<file path="src/rtl/fetch_seq_if.sv">
// Handshake and PC-control bundle between the top-level control, the PC register and fetch_seq.
// The master modport is the top-level/datapath side and the slave modport is the sequencer.
interface fetch_seq_if #(
  parameter int unsigned PC_W  = 16,
  parameter int unsigned CNT_W = 32
);
  logic             Start;
  logic [1:0]       Prog_sel;
  logic             Halt_instr;
  logic             Stall_req;
  logic             Branch_req;
  logic             Flag_in;
  logic [PC_W-1:0]  Target_in;
  logic             Ack;
  logic             PC_load;
  logic [PC_W-1:0]  PC_val;
  logic             PC_hold;
  logic             Busy;
  logic             Done;
  logic             Err;
  logic [CNT_W-1:0] Cycle_cnt;

  modport master (
    output Start, Prog_sel, Halt_instr, Stall_req, Branch_req, Flag_in, Target_in, Ack,
    input  PC_load, PC_val, PC_hold, Busy, Done, Err, Cycle_cnt
  );

  modport slave (
    input  Start, Prog_sel, Halt_instr, Stall_req, Branch_req, Flag_in, Target_in, Ack,
    output PC_load, PC_val, PC_hold, Busy, Done, Err, Cycle_cnt
  );
endinterface

</file>
<file path="src/rtl/fetch_seq.sv">
// Instruction-fetch PC sequencer: program load, run, stall freeze, branch forwarding, halt/Done/Ack.
// Optional watchdog timeout enabled by defining FETCH_SEQ_WATCHDOG_EN.
module fetch_seq #(
  parameter int unsigned    PC_W      = 16,
  parameter logic [PC_W-1:0] BASE0    = 16'h0000,
  parameter logic [PC_W-1:0] BASE1    = 16'h0100,
  parameter logic [PC_W-1:0] BASE2    = 16'h0200,
  parameter int unsigned    STALL_CYC = 2,
  parameter int unsigned    CNT_W     = 32,
  parameter int unsigned    MAX_CYC   = 100000
) (
  input logic       CLK,
  input logic       Reset_n,
  fetch_seq_if.slave bus
);

  typedef enum logic [2:0] {
    S_IDLE,
    S_LOAD,
    S_RUN,
    S_STALL,
    S_DONE
  } state_t;

  // The STALL state covers the freeze cycles after the request cycle, i.e. STALL_CYC-1 of them.
  localparam int unsigned SC_W = (STALL_CYC > 2) ? $clog2(STALL_CYC) : 1;
  localparam logic [SC_W-1:0] STALL_INIT = SC_W'(STALL_CYC - 1);

  state_t           state_q, state_d;
  logic [SC_W-1:0]  stall_cnt_q, stall_cnt_d;
  logic [CNT_W-1:0] cycle_cnt_q, cycle_cnt_d;
  logic [CNT_W-1:0] cnt_inc;
  logic [PC_W-1:0]  pc_val_q, pc_val_d;
  logic             pc_load_q, pc_load_d;
  logic             pc_hold_q, pc_hold_d;
  logic             busy_q, busy_d;
  logic             done_q, done_d;
  logic             err_q, err_d;

  logic timeout;
  logic in_run;
  logic halt_now;
  logic stall_now;
  logic branch_now;
  logic load_out;

`ifdef FETCH_SEQ_WATCHDOG_EN
  assign timeout = ((state_q == S_RUN) || (state_q == S_STALL)) &&
                   (cycle_cnt_q == CNT_W'(MAX_CYC));
`else
  logic unused_max_cyc;
  assign unused_max_cyc = ^MAX_CYC;
  assign timeout        = 1'b0;
`endif

  // RUN-cycle priority: timeout, halt, stall, taken branch.
  assign in_run     = (state_q == S_RUN) && !timeout;
  assign halt_now   = in_run && bus.Halt_instr;
  assign stall_now  = in_run && !bus.Halt_instr && bus.Stall_req;
  assign branch_now = in_run && !bus.Halt_instr && !bus.Stall_req &&
                      bus.Branch_req && bus.Flag_in;

  assign cnt_inc = (cycle_cnt_q == {CNT_W{1'b1}}) ? cycle_cnt_q : cycle_cnt_q + CNT_W'(1);

  always_comb begin
    state_d     = state_q;
    stall_cnt_d = stall_cnt_q;
    cycle_cnt_d = cycle_cnt_q;
    pc_val_d    = pc_val_q;
    err_d       = err_q;

    case (state_q)
      S_IDLE: begin
        if (bus.Start) begin
          if (bus.Prog_sel == 2'd3) begin
            state_d = S_DONE;
            err_d   = 1'b1;
          end else begin
            state_d     = S_LOAD;
            cycle_cnt_d = '0;
            case (bus.Prog_sel)
              2'd0:    pc_val_d = BASE0;
              2'd1:    pc_val_d = BASE1;
              default: pc_val_d = BASE2;
            endcase
          end
        end
      end
      S_LOAD: state_d = S_RUN;
      S_RUN: begin
        if (timeout) begin
          state_d = S_DONE;
          err_d   = 1'b1;
        end else begin
          cycle_cnt_d = cnt_inc;
          if (halt_now) begin
            state_d = S_DONE;
          end else if (stall_now && (STALL_CYC > 1)) begin
            state_d     = S_STALL;
            stall_cnt_d = STALL_INIT;
          end
        end
      end
      S_STALL: begin
        if (timeout) begin
          state_d = S_DONE;
          err_d   = 1'b1;
        end else begin
          cycle_cnt_d = cnt_inc;
          stall_cnt_d = stall_cnt_q - SC_W'(1);
          if (stall_cnt_q == SC_W'(1)) begin
            state_d = S_RUN;
          end
        end
      end
      S_DONE: begin
        if (bus.Ack) begin
          state_d = S_IDLE;
          err_d   = 1'b0;
        end
      end
      default: state_d = S_IDLE;
    endcase

    busy_d    = (state_d == S_LOAD) || (state_d == S_RUN) || (state_d == S_STALL);
    done_d    = (state_d == S_DONE);
    pc_load_d = (state_d == S_LOAD);
    pc_hold_d = (state_d == S_IDLE) || (state_d == S_STALL) || (state_d == S_DONE);
  end

  always_ff @(posedge CLK or negedge Reset_n) begin
    if (!Reset_n) begin
      state_q     <= S_IDLE;
      stall_cnt_q <= '0;
      cycle_cnt_q <= '0;
      pc_val_q    <= '0;
      pc_load_q   <= 1'b0;
      pc_hold_q   <= 1'b1;
      busy_q      <= 1'b0;
      done_q      <= 1'b0;
      err_q       <= 1'b0;
    end else begin
      state_q     <= state_d;
      stall_cnt_q <= stall_cnt_d;
      cycle_cnt_q <= cycle_cnt_d;
      pc_val_q    <= pc_val_d;
      pc_load_q   <= pc_load_d;
      pc_hold_q   <= pc_hold_d;
      busy_q      <= busy_d;
      done_q      <= done_d;
      err_q       <= err_d;
    end
  end

  // Stall and taken-branch controls bypass the registers so they act on this cycle's edge.
  assign load_out      = pc_load_q || branch_now;
  assign bus.PC_load   = load_out;
  assign bus.PC_val    = branch_now ? bus.Target_in : pc_val_q;
  assign bus.PC_hold   = (pc_hold_q || stall_now) && !load_out;
  assign bus.Busy      = busy_q;
  assign bus.Done      = done_q;
  assign bus.Err       = err_q;
  assign bus.Cycle_cnt = cycle_cnt_q;

endmodule

</file>
<file path="src/flat_wrapper.sv">
// flat-port wrapper written by rule: the top's interface ports become plain ports
module fetch_seq_flat 
#(
  parameter int unsigned    PC_W      = 16,
  parameter logic [PC_W-1:0] BASE0    = 16'h0000,
  parameter logic [PC_W-1:0] BASE1    = 16'h0100,
  parameter logic [PC_W-1:0] BASE2    = 16'h0200,
  parameter int unsigned    STALL_CYC = 2,
  parameter int unsigned    CNT_W     = 32,
  parameter int unsigned    MAX_CYC   = 100000
)
  (CLK, Reset_n, bus_Start, bus_Prog_sel, bus_Halt_instr, bus_Stall_req, bus_Branch_req, bus_Flag_in, bus_Target_in, bus_Ack, bus_PC_load, bus_PC_val, bus_PC_hold, bus_Busy, bus_Done, bus_Err, bus_Cycle_cnt);
  fetch_seq_if #(.PC_W(PC_W), .CNT_W(CNT_W)) bus_i ();
  input logic CLK;
  input logic Reset_n;
  input wire logic [$bits(bus_i.Start)-1:0] bus_Start;
  input wire logic [$bits(bus_i.Prog_sel)-1:0] bus_Prog_sel;
  input wire logic [$bits(bus_i.Halt_instr)-1:0] bus_Halt_instr;
  input wire logic [$bits(bus_i.Stall_req)-1:0] bus_Stall_req;
  input wire logic [$bits(bus_i.Branch_req)-1:0] bus_Branch_req;
  input wire logic [$bits(bus_i.Flag_in)-1:0] bus_Flag_in;
  input wire logic [$bits(bus_i.Target_in)-1:0] bus_Target_in;
  input wire logic [$bits(bus_i.Ack)-1:0] bus_Ack;
  output wire logic [$bits(bus_i.PC_load)-1:0] bus_PC_load;
  output wire logic [$bits(bus_i.PC_val)-1:0] bus_PC_val;
  output wire logic [$bits(bus_i.PC_hold)-1:0] bus_PC_hold;
  output wire logic [$bits(bus_i.Busy)-1:0] bus_Busy;
  output wire logic [$bits(bus_i.Done)-1:0] bus_Done;
  output wire logic [$bits(bus_i.Err)-1:0] bus_Err;
  output wire logic [$bits(bus_i.Cycle_cnt)-1:0] bus_Cycle_cnt;
  assign bus_i.Start = bus_Start;
  assign bus_i.Prog_sel = bus_Prog_sel;
  assign bus_i.Halt_instr = bus_Halt_instr;
  assign bus_i.Stall_req = bus_Stall_req;
  assign bus_i.Branch_req = bus_Branch_req;
  assign bus_i.Flag_in = bus_Flag_in;
  assign bus_i.Target_in = bus_Target_in;
  assign bus_i.Ack = bus_Ack;
  assign bus_PC_load = bus_i.PC_load;
  assign bus_PC_val = bus_i.PC_val;
  assign bus_PC_hold = bus_i.PC_hold;
  assign bus_Busy = bus_i.Busy;
  assign bus_Done = bus_i.Done;
  assign bus_Err = bus_i.Err;
  assign bus_Cycle_cnt = bus_i.Cycle_cnt;
  fetch_seq #(.PC_W(PC_W), .BASE0(BASE0), .BASE1(BASE1), .BASE2(BASE2), .STALL_CYC(STALL_CYC), .CNT_W(CNT_W), .MAX_CYC(MAX_CYC)) u_core (.CLK(CLK), .Reset_n(Reset_n), .bus(bus_i));
endmodule
</file>
<file path="config.mk">
export PLATFORM = sky130hd
export DESIGN_NAME = fetch_seq_flat
export DESIGN_NICKNAME = d
export VERILOG_FILES = /design/src/rtl/fetch_seq_if.sv /design/src/rtl/fetch_seq.sv /design/src/flat_wrapper.sv
export SDC_FILE = /design/constraint.sdc
export NUM_CORES = 1
export LEC_CHECK = 0
export ABC_AREA = 1
export CAP_MARGIN = 20
export CORE_MARGIN = 8
export CORE_UTILIZATION = 30
export DETAILED_ROUTE_END_ITERATION = 8
export PLACE_DENSITY = 0.63
export SLEW_MARGIN = 20
export SYNTH_ARGS = -nofsm -noshare
export SYNTH_HDL_FRONTEND = slang
export SYNTH_SLANG_ARGS = --single-unit
export TNS_END_PERCENT = 20
</file>
<file path="constraint.sdc">
create_clock -name CLK -period 4.4 [get_ports CLK]
set_input_delay 0.88 -clock CLK [delete_from_list [all_inputs] [get_ports CLK]]
set_output_delay 0.88 -clock CLK [all_outputs]
set_load 0.1 [all_outputs]
</file>
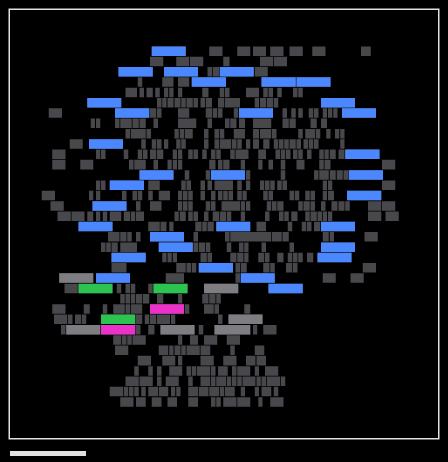
(run_1/registers.png)
The bar under the picture is 20 microns long. Other sequential cells in the stronger grey, the rest of the logic in the fainter grey.
legend:
  blue:
    netlist_name: u_core.bus.Cycle_cnt
    placed_flops: 32
  green:
    netlist_name: u_core.state_q
    placed_flops: 3
  magenta:
    netlist_name: u_core.pc_val_q
    placed_flops: 2
not coloured: 6
Seq area share: 0.2875
Seq. cell area: 1077 sq um

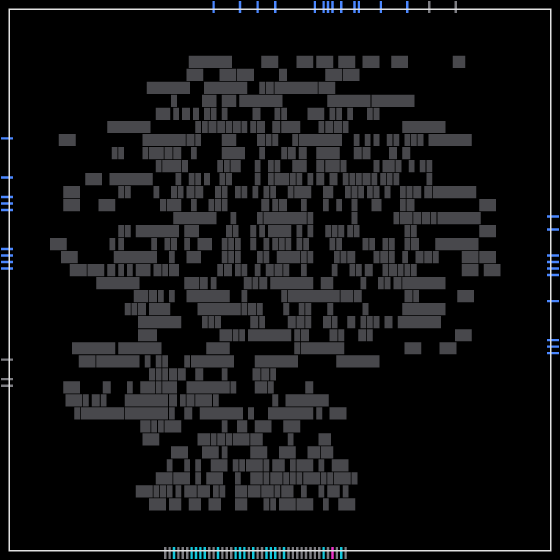
(run_1/pins.png)
Pins as bars across the die edge, other pins in grey.
legend:
  magenta:
    port: bus_PC_hold
    pins: 1
    direction: output
    edge: bottom
  blue:
    port: bus_Cycle_cnt
    pins: 32
    direction: output
    edge: 13 top, 10 right, 9 left
  cyan:
    port: bus_PC_val
    pins: 16
    direction: output
    edge: bottom
PortBufs: 78
die height: 112.9 microns

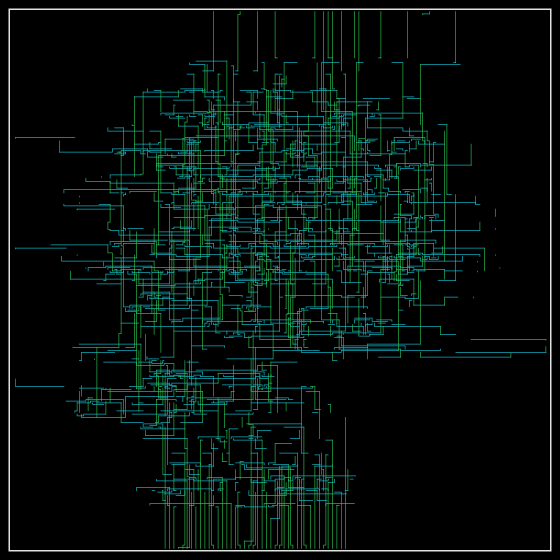
(run_1/metal_stack.png)
Only two layers are drawn.
legend:
  cyan:
    layer: met1
    wire_length: 3800 microns
  green:
    layer: met2
    wire_length: 3810 microns
drt total wl: 8218 microns
total track usage: 0.1306
average wire per standard cell: 13.25 microns
via count: 2858

run 1: area by class of cell:
class,count,area (sq um)
fill,936,5405
timing repair buffer,79,740.7
multi-input combinational,321,1456
sequential,43,1077
tap,111,138.9
clock buffer,5,68.82
inverter,58,217.7
clock inverter,3,47.55
run 1: worst reg2reg max path: stages (launching register included):
cell     delay, ns
dfrtp_1       0.49
ha_1          0.35
inv_2         0.10
nor2_4        0.18
nand2_2       0.12
nor2_4        0.14
nand3_2       0.16
nand2_4       0.31
inv_2         0.22
o21ai_0       0.20
run 1: layout by cell type (no fill, tap or decap), types with 5 or more instances in the layout:
cell type          n
nand2_1          142
nor2_1            70
clkdlybuf4s50_1   59
inv_1             55
nand3_1           43
dfrtp_1           42
o21ai_0           24
buf_4             20
o21ai_2            6
a21oi_1            5
clkbuf_8           5
run 1: where the power goes:
part | leakage, nW | internal [mW] | total, mW | switching [mW]
Clock | 0.0587 | 0.172 | 0.326 | 0.153
Combinational | 1.01 | 0.327 | 1.52 | 1.19
Sequential | 0.577 | 0.522 | 0.672 | 0.150
Total | 1.64 | 1.02 | 2.52 | 1.50
run 1: synthesized netlist by cell type (3+ instances only):
library cell / number
nor2_1: 70
dfrtp_1: 42
nand3_1: 43
inv_2: 3
nand2_1: 142
o21ai_0: 24
a21oi_1: 5
buf_4: 3
o21ai_2: 6
xnor2_1: 4
inv_1: 55
xor2_1: 3
nor3_1: 4
nand4_1: 3
run 1: logic make-up (layout without fill, tap and decap cells):
kind of cell               count (synthesis)  count (layout)
xor gates and xnor gates                   7               7
and+or+nand+nor                          273             273
AOI/OAI and AO/OA                         40              40
DFF                                       43              43
buffers and inverters                     67             145
adders and majority gates                  1               1
==> run_results.csv, run 1 <==
group,metric,value,unit
final_layout,syn_to_final_growth,33.17,%
yosys,async_reset_ff_frac,1.000,
floorplanning,chipArea,12740,sq um
yosys,fp_nets,458,
clock_tree,post_cts_buffers,0,
yosys,top_cell_area_share,0.3735,
detailed_routing,drt_first_pass_iters,4,
floorplanning,io_pins,79,
critical_path,rr_startpoint,"u_core.bus.Cycle_cnt[0]",
yosys,netlist_area,2814,sq um
clock_tree,htree_levels,2,
yosys,syn_avg_cell_area,6.529,sq um
clock_tree,cts.path.max_buffers,2,
floorplanning,fp_util,0.3075,
min_path,holdPathStages,1,
clock_tree,ctsResizeCount,0,
detailed_routing,vias_per_cell,4.610,
final_timing,setup_viol,0,
flow_run,cap_violations,0,
place,dp_hpwl,6458,microns
detailed_routing,drt-initial-drc-count,162,
critical_path,r2r-end,"u_core.bus.Cycle_cnt[10]",
status,status,"finished, final reports clean",
critical_path,crit_top_cell,"nor2_1",
yosys,top_area_cell,"dfrtp_1",
final_timing,slew_violations,0,
power,total_power,2.519,mW
final_layout,finalNetCount,535,
yosys,simple_gate_share,0.4068,
final_layout,largest_reg_flops,32,
final_layout,n_antenna_cell,0,
clock_tree,cts_hold_buffers,0,
critical_path,startpoint,"bus_Halt_instr",
power,ir_worst_vdd,0.0004523,V
floorplanning,rows,35,
global_route,grt_max_degree,44,
global_route,met1_usage,0.1757,
critical_path,crit_end,"bus_PC_val[11]",
global_route,grt_pass1_vias,2694,
final_timing,timing.fmax,296.2,MHz
yosys,ys_seq_elements,43,
flow_run,tool_warnings,26,
min_path,hold_path_end,"u_core.state_q[1]",
final_timing,finalWorstSetupSlack,1.024,ns
global_route,use_met3,0.03088,
final_timing,holdWs,0.5257,ns
yosys,ys_seq_share,0.3828,
critical_path,reg2reg_depth,9,
yosys,yosysWarnings,0,
critical_path,max_stage_delay,0.47,ns
clock_tree,cts-root-buf,"clkbuf_8",
yosys,ys_dominant_reg_cell,"dfrtp_1",
place,pre_cts_ws,1.013,ns
critical_path,cp_data_required_time,3.52,ns
power,leakagePower,1.641,nW
critical_path,critPathMaxFanout,15,
clock_tree,cts_sinks,43,
yosys,ys_sh_adder,0.004446,
critical_path,r2r_setup_slack,2.07,ns
yosys,area_leaders,"dfrtp_1 (37%), nand2_1 (19%), nor2_1 (9.3%)",
critical_path,worstSetupEndpointType,"output port",
final_timing,tightest_slew,0.9970,ns
global_route,antenna_found_initial,0,
detailed_routing,drt-met1-wl,3797,microns
floorplanning,fp.dieW,112.9,microns
final_timing,relSlewSlack,0.3333,
clock_tree,numCtsBuffers,5,
final_timing,finalClockPeriodUsage,0.7672,
place,detailed_place.area,3628,sq um
final_timing,finalHoldViolCount,0,
place,place_inst,612,
yosys,yosysUniqueCellTypes,30,
critical_path,cp_cell_sequence,"clkdlybuf4s50_1 -> nor3_2 -> inv_1 -> nor2_1 -> inv_2 -> nor2_1 -> buf_4",
global_route,grt_util_met2,0.2059,
global_route,grt-ovfl-total,0,
detailed_routing,wl_met3,535,microns
critical_path,cp_data_arrival_time,2.50,ns
final_timing,finalSetupTns,0,ns
min_path,hp-class,"flop to flop",
detailed_routing,drc_errors,0,
critical_path,critPathSlowestCell,"clkdlybuf4s50_1",
final_layout,drive_gt1_frac,0.09430,
final_timing,rsz0062_at_grt,"false",
detailed_routing,wl_met2,3814,microns
critical_path,worstSetupPathType,"primary input to output port",
power,p_per_area,672.2,nW/um^2
global_route,grt_busiest_layer,"met2",
## Run 2: what changed since run 1
clock period = 3.2 ns   (was 4.4 ns; I/O delays follow)
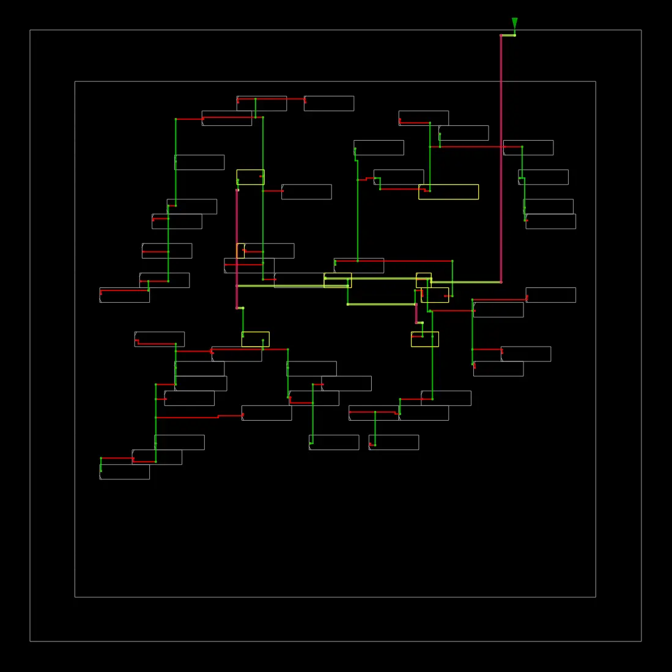
(run_2/final_clocks.png)
registers: 43
CTS sink cnt: 43
Power Clock: 436 uW
clock buffer count: 6

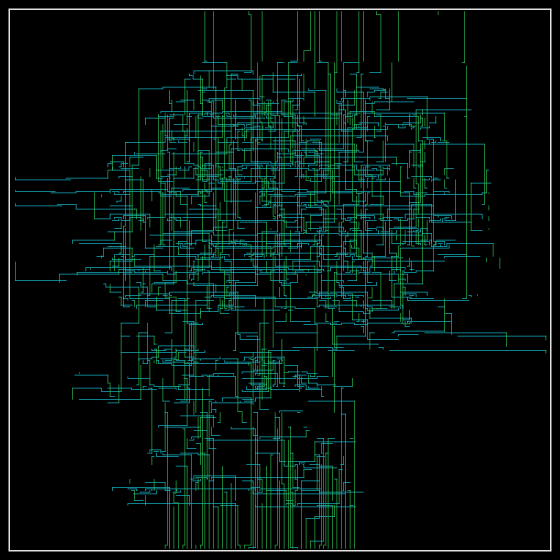
(run_2/metal_stack.png)
Only two layers are drawn.
legend:
  green:
    layer: met2
    wire_length: 4140 microns
  cyan:
    layer: met1
    wire_length: 3840 microns
via count: 2922
drt total wl: 8611 microns
average wire per standard cell: 13.87 microns

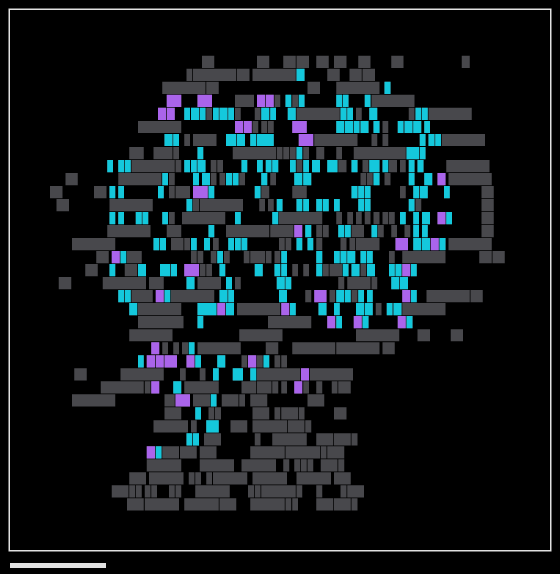
(run_2/gate_families.png)
The bar under the picture is 20 microns long.
legend:
  purple:
    family: inverting AOI/OAI gates
    cells: 38
  cyan:
    family: NAND gates
    cells: 194
fraction of area in multi-input gates: 0.3756
most numerous logic cell after layout: nand2_1
Non-Filler Instances: 621

==> run_results.csv, run 2 <==
group,metric,value,unit
floorplanning,rows,35,
final_timing,relSlewSlack,0.3423,
clock_tree,tritoncts,"yes",
yosys,most_common_cell,"nand2_1",
yosys,ys_seq_elements,43,
final_layout,syn_to_final_growth,38.15,%
clock_tree,clock_latency,0.30,ns
critical_path,cp_data_required_time,2.56,ns
yosys,top_cell_area_share,0.3735,
critical_path,start_kind,"primary input",
final_timing,tightest_slew,0.9866,ns
power,pwr-share-seq,0.263,
detailed_routing,vias_per_cell,4.705,
final_layout,largest_reg_flops,32,
power,leakagePower,1.757,nW
clock_tree,cts_hold_buffers,0,
final_timing,slew_violations,0,
critical_path,worstSetupEndpointType,"output port",
power,p_comb_frac,0.612,
critical_path,critPathMaxFanout,15,
power,p_seq,926,uW
place,portBuffers,78,
yosys,top_area_cell,"dfrtp_1",
critical_path,crit_top_cell,"nor2_1",
floorplanning,fp_util,0.3075,
critical_path,cp.buffers_inverters,4,
flow_run,cap_violations,0,
final_timing,finalClockPeriodUsage,0.9149,
final_timing,rsz0062_at_grt,"false",
floorplanning,die_h,112.9,microns
status,status,"finished, final reports clean",
place,dp_hpwl,6805,microns
yosys,fp_nets,458,
clock_tree,cts-root-buf,"clkbuf_8",
critical_path,cp_data_arrival_time,2.29,ns
floorplanning,core-area,9153,sq um
power,p_per_area,904.0,nW/um^2
power,internal-power,1.436,mW
final_layout,layout_top_cells,"nand2_1 (142), nor2_1 (70), inv_1 (55)",
yosys,yosys_area,2814,sq um
yosys,ys_dominant_reg_cell,"dfrtp_1",
power,total_power,3.514,mW
clock_tree,post_cts_buffers,0,
min_path,hp-class,"primary input to asynchronous set/reset pin",
yosys,edf_count,0,
global_route,grt_pass1_vias,2790,
final_layout,fillers,927,
yosys,yosysWarnings,0,
yosys,netlist_area,2814,sq um
yosys,ys_seq_share,0.3828,
clock_tree,path_clk_slew,0.09,ns
clock_tree,htree_levels,2,
clock_tree,ctsResizeCount,0,
final_layout,finalNetCount,536,
power,ir_worst_vdd,0.0004401,V
power,switching_share,0.5913,
global_route,grt_pass1_wl,14300,microns
place,pre_cts_ws,0.2605,ns
critical_path,worstSetupPathType,"primary input to output port",
detailed_routing,drt-initial-drc-count,183,
floorplanning,fp.dieW,112.9,microns
power,clkPwrFrac,0.124,
final_timing,period_minus_slack,2.928,ns
global_route,grt.total_usage,0.1372,
detailed_routing,wl_met2,4143,microns
yosys,ys_cells,431,
detailed_routing,drt-met1-wl,3842,microns
final_timing,finalHoldViolCount,0,
global_route,grt_max_degree,44,
yosys,async_reset_ff_frac,1.000,
detailed_routing,wl_met3,527,microns
floorplanning,chipArea,12740,sq um
final_timing,finalWorstSetupSlack,0.2723,ns
clock_tree,cts.path.max_buffers,2,
critical_path,cp_cell_sequence,"clkdlybuf4s50_1 -> nor3_2 -> inv_1 -> nor2_1 -> inv_2 -> nor2_1 -> buf_12",
power,p_switching,2.078,mW
floorplanning,io_pins,79,
clock_tree,numCtsBuffers,5,
detailed_routing,routed.top_layer,"met4",
global_route,antenna_found_initial,0,
final_timing,finalSetupTns,0,ns
place,place.gp.congestion,0.8999,
yosys,area_leaders,"dfrtp_1 (37%), nand2_1 (19%), nor2_1 (9.3%)",
global_route,grt-ovfl-total,0,
detailed_routing,drc_errors,0,
flow_run,tool_warnings,27,
yosys,yosysUniqueCellTypes,30,
yosys,syn_avg_cell_area,6.529,sq um
critical_path,max_stage_delay,0.45,ns
critical_path,crit_family,"buffers and inverters",
yosys,syn-instance-count,431,
yosys,top_cells_by_count,"nand2_1 (142), nor2_1 (70), inv_1 (55), nand3_1 (43), dfrtp_1 (42)",
power,powerComb,2.15,mW
critical_path,critPathSlowestCell,"clkdlybuf4s50_1",
power,power_leader,"combinational logic",
final_layout,n_antenna_cell,0,
final_timing,timing.fmax,341.6,MHz
detailed_routing,ant_nets,0,
final_timing,setup_viol,0,
detailed_routing,drt_first_pass_iters,4,
final_layout,drive_gt1_frac,0.1647,
final_timing,clock_skew,0.01042,ns
[run 2: cell counts after synthesis]
No cell type changed its count.
[run 2: cells by family after synthesis]
family,Yosys count,synth area share
AND/OR/NAND/NOR,273,0.4068
flip-flops,43,0.3828
buffers and inverters,67,0.09960
XOR/XNOR,7,0.02179
adder cells (fa/ha/maj),1,0.004446
AND-OR/OR-AND,40,0.08448
[run 2: through the flow]
| stage | utilization | area (sq um) | hold slack, ns | std cells |
|---|---|---|---|---|
| final | 0.4247 | 3887 | 0.4923 | 621 |
| after global routing | 0.4247 | 3887 | 0.5519 | 621 |
| after CTS | 0.4247 | 3887 | 0.5224 | 621 |
| after detailed placement | 0.4127 | 3777 | 0.5106 | 613 |
| after global placement | 0.4127 | 3777 | 0.5007 | 613 |
| after floorplan | - | 2818 | 0.3444 | 431 |
[run 2: worst paths after layout]
path | start | endpoint | slack, ns | cells after the start
min in group CLK | u_core.state_q[2] | u_core.state_q[1] | 0.53 | 1
max reg2reg | u_core.bus.Cycle_cnt[0] | u_core.bus.Cycle_cnt[12] | 0.87 | 9
max in group asynchronous | Reset_n | u_core.bus.Cycle_cnt[17] | 2.09 | 1
min | Reset_n | u_core.bus.Cycle_cnt[28] | 0.49 | 1
max | bus_Halt_instr | bus_PC_val[6] | 0.27 | 7
min reg2reg | u_core.state_q[2] | u_core.state_q[1] | 0.53 | 1
[run 2: layer usage]
layer,track usage,vias to the layer above
met5,0,-
met4,0.03286,0
met3,0.02503,9
met2,0.2271,69
met1,0.1806,1343
li1,-,1501
[run 2: layout make-up]
class	count	area (sq um)	share of cell area
clock buffer	6	72.57	0.01867
clock inverter	2	37.54	0.009656
inverter	58	217.7	0.05600
multi-input combinational	321	1460	0.3756
sequential	43	1077	0.2771
tap	111	138.9	0.03573
timing repair buffer	80	883.3	0.2272
Power is estimated from default activity; no workload was simulated.
